File: config.mk
export PLATFORM = sky130hd
export DESIGN_NAME = flash_read_master
export DESIGN_NICKNAME = d
export VERILOG_FILES = /design/src/rtl/flash_read_master.sv
export SDC_FILE = /design/constraint.sdc
export NUM_CORES = 1
export LEC_CHECK = 0
export ABC_AREA = 1
export CELL_PAD_IN_SITES_DETAIL_PLACEMENT = 0
export CELL_PAD_IN_SITES_GLOBAL_PLACEMENT = 1
export CORE_ASPECT_RATIO = 0.6
export CORE_MARGIN = 4
export CORE_UTILIZATION = 45
export DETAILED_ROUTE_END_ITERATION = 8
export PLACE_DENSITY_LB_ADDON = 0.1
export SYNTH_ARGS = -nofsm -noshare
export SYNTH_HDL_FRONTEND = slang
export SYNTH_SLANG_ARGS = --single-unit
export TNS_END_PERCENT = 30
File: constraint.sdc
create_clock -name clock -period 3.5 [get_ports clock]
set_input_delay 0.7 -clock clock [delete_from_list [all_inputs] [get_ports clock]]
set_output_delay 0.7 -clock clock [all_outputs]
set_load 0.1 [all_outputs]
File: src/rtl/flash_read_master.sv
// Avalon-MM burst read master for the on-chip flash data port.
// Fetches a run of words in credit-limited pipelined bursts and streams them out through a FIFO.
module flash_read_master #(
  parameter int ADDR_W     = 17,
  parameter int DATA_W     = 32,
  parameter int MAX_BURST  = 4,
  parameter int FIFO_DEPTH = 8
) (
  input  logic              clock,
  input  logic              reset,
  input  logic              cmd_start,
  input  logic [ADDR_W-1:0] cmd_addr,
  input  logic [ADDR_W-1:0] cmd_len,
  output logic              cmd_busy,
  output logic              cmd_done,
  output logic [ADDR_W-1:0] avm_addr,
  output logic              avm_read,
  output logic [2:0]        avm_burstcount,
  input  logic              avm_waitrequest,
  input  logic [DATA_W-1:0] avm_readdata,
  input  logic              avm_readdatavalid,
  output logic              out_valid,
  output logic [DATA_W-1:0] out_data,
  input  logic              out_ready,
  output logic [1:0]        dbg_state
);

  // Handshakes: a burst transfers on an edge with avm_read=1 and avm_waitrequest=0;
  // a stream word transfers on an edge with out_valid=1 and out_ready=1.

  localparam int PW = $clog2(FIFO_DEPTH);
  localparam int CW = PW + 1;

  typedef enum logic [1:0] {
    IDLE    = 2'd0,
    ISSUE   = 2'd1,
    COLLECT = 2'd2,
    DRAIN   = 2'd3
  } state_t;

  state_t            state, state_next;
  logic              done_next;
  logic [ADDR_W-1:0] addr_q, issue_left, recv_left;
  logic [CW-1:0]     inflight, fifo_count, count_next, credit;
  logic [PW-1:0]     wr_ptr, rd_ptr;
  logic [DATA_W-1:0] mem [FIFO_DEPTH];
  logic [2:0]        burst;
  logic              accept, push, pop;

  // Credit only grows while a burst is stalled (a push trades one inflight for one
  // FIFO entry), so the combinational request stays stable across waitrequest.
  always_comb begin
    burst          = (issue_left >= ADDR_W'(MAX_BURST)) ? 3'(MAX_BURST) : issue_left[2:0];
    credit         = CW'(FIFO_DEPTH) - fifo_count - inflight;
    avm_read       = (state == ISSUE) && (credit >= CW'(burst));
    avm_burstcount = (state == ISSUE) ? burst : 3'd0;
    accept         = avm_read && !avm_waitrequest;
    push           = avm_readdatavalid && (recv_left != '0);
    pop            = out_valid && out_ready;
    count_next     = fifo_count + CW'(push) - CW'(pop);
  end

  always_comb begin
    state_next = state;
    done_next  = 1'b0;
    case (state)
      IDLE: begin
        if (cmd_start) begin
          if (cmd_len != '0) state_next = ISSUE;
          else               done_next  = 1'b1;
        end
      end
      ISSUE:   if (accept && (issue_left == ADDR_W'(burst))) state_next = COLLECT;
      COLLECT: if (push && (recv_left == ADDR_W'(1))) state_next = DRAIN;
      DRAIN: begin
        if (count_next == '0) begin
          state_next = IDLE;
          done_next  = 1'b1;
        end
      end
      default: state_next = IDLE;
    endcase
  end

  always_ff @(posedge clock) begin
    if (reset) begin
      state    <= IDLE;
      cmd_done <= 1'b0;
    end else begin
      state    <= state_next;
      cmd_done <= done_next;
    end
  end

  always_ff @(posedge clock) begin
    if (reset) begin
      addr_q     <= '0;
      issue_left <= '0;
      recv_left  <= '0;
      inflight   <= '0;
      fifo_count <= '0;
      wr_ptr     <= '0;
      rd_ptr     <= '0;
    end else begin
      if (state == IDLE && cmd_start && cmd_len != '0) begin
        addr_q     <= cmd_addr;
        issue_left <= cmd_len;
        recv_left  <= cmd_len;
      end else begin
        if (accept) begin
          addr_q     <= addr_q + ADDR_W'(burst);
          issue_left <= issue_left - ADDR_W'(burst);
        end
        if (push) recv_left <= recv_left - ADDR_W'(1);
      end
      inflight   <= inflight + (accept ? CW'(burst) : '0) - CW'(push);
      fifo_count <= count_next;
      if (push) wr_ptr <= wr_ptr + PW'(1);
      if (pop)  rd_ptr <= rd_ptr + PW'(1);
    end
  end

  always_ff @(posedge clock) begin
    if (push) mem[wr_ptr] <= avm_readdata;
  end

  assign avm_addr  = addr_q;
  assign cmd_busy  = (state != IDLE);
  assign out_valid = (fifo_count != '0);
  assign out_data  = mem[rd_ptr];
  assign dbg_state = state;

endmodule

==> impl_metrics.env <==
# physical design summary
export IMPL_finalSetupViolCount=0
export IMPL_place_congestion=0.871
export IMPL_die_w_um=241
export IMPL_nets=1684
export IMPL_finalCritPeriodShare_pct=95.7
export IMPL_drc_errors=0
export IMPL_htree_levels=1
export IMPL_fin_crit_ns=3.35
export IMPL_power_frac_seq_pct=29.7
export IMPL_portBuffers=129
export IMPL_tns_ns=0
export IMPL_place_area_um2=16900
export IMPL_pin_count=130
export IMPL_adder_share_pct=3.21
export IMPL_grt_pass1_vias=9945
export IMPL_p_sw_share_pct=45.4
export IMPL_muxShareOfSynthArea_pct=0
export IMPL_clk_pin_slew_ns=0.07
export IMPL_relSlewSlack_pct=32.7
export IMPL_status="finished, final reports clean"
export IMPL_areaGrowthSynthToFinish_pct=23.0
export IMPL_pre_cts_ws_ns=0.0865
export IMPL_power_frac_comb_pct=50.1
export IMPL_top_cells_by_count="nor2_1, edfxtp_1, o21ai_0"
area by class of cell:
class	instances	share of cell area, %
Timing Repair Buffer	168	11.1
Inverter	112	2.35
Sequential cell	327	50.8
Tap cell	416	2.90
Clock buffer	41	4.69
Multi-Input combinational cell	937	27.1
Clock inverter	17	1.04
per-layer routing:
layer | vias up | GRT usage (%) | part of all wire, %
li1 | 5262 | - | -
met1 | 5146 | 35.3 | 52
met2 | 310 | 28.8 | 40
met3 | 47 | 2.85 | 5.9
met4 | 0 | 3.69 | 1.7
met5 | - | 0 | 0
repair_timing:
action	4_1_cts	5_1_grt
setup endpoints to repair	1	9
resized	2	13
buffers inserted	0	1
endpoints found under the hold margin	0	0
cloned	0	0
**Supply network**

(2 px per um) Pins as bars on the die edge.
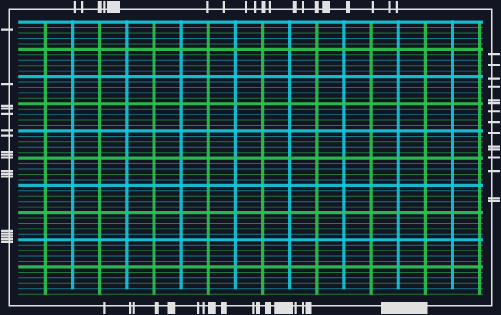
colour	net
green	VSS
cyan	VDD
met4 straps	17
signal pins	130
met5 straps	10
met1 rails	51

**Cells coloured by class**

(1.5 px per um) Fill, decap, tap and diode cells in grey.
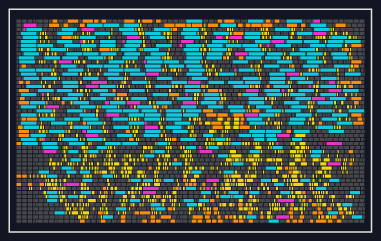
colour	class	cells	share of their area
cyan	sequential cells	327	52%
yellow	remaining logic cells	1049	30%
orange	remaining buffers and delay cells	168	11%
magenta	clock drivers and dummy loads	58	5.9%
# rows: 50
Final Instance Area: 18000 um2
core area: 31600 um2
Seq/total area: 50.8%
Final Util: 56.9%

**Clock distribution**

(3 px per um)
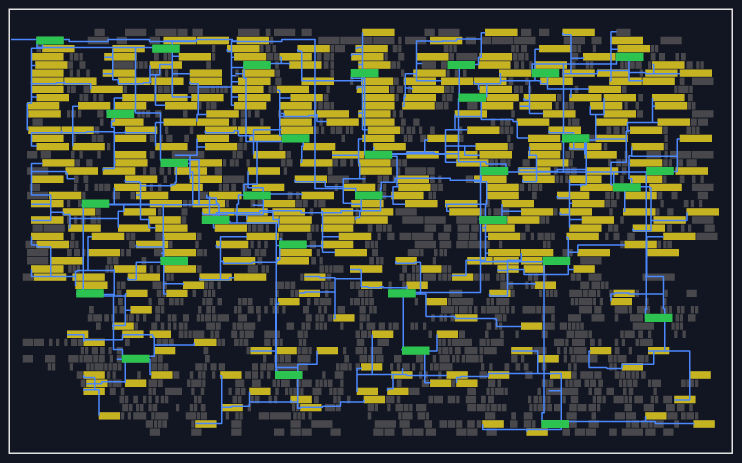
[blue] clock wires | length: 4010 um
[green] clock-net drivers | count: 31
[yellow] flip-flops | count: 327
flops lie	all over the die
routed clock nets	32
Late-Pin Clk Latency: 0.57 ns
Worst Skew: 0.0159 ns
Clk power: 3430 uW
Clk pwr share: 20.2%

**Metal layers overlaid**

(2 px per um) Two of the layers only.
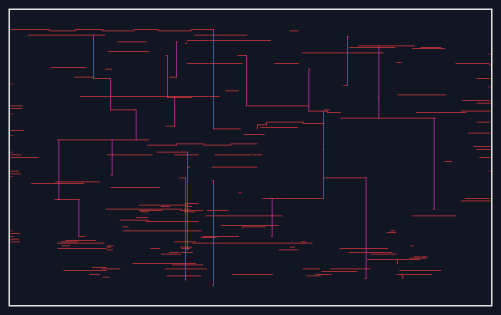
colour	layer	wire length
red	M3	2220 um
magenta	M4	638 um
drt wl/cell: 18.7 um
Total Wirelength: 37800 um
routed vias: 10800

**Placed standard cells**

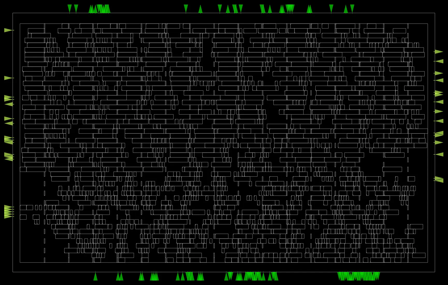
FF+latch count: 327
non-filler cells, final: 2018

Power and IR drop assume default switching activity.
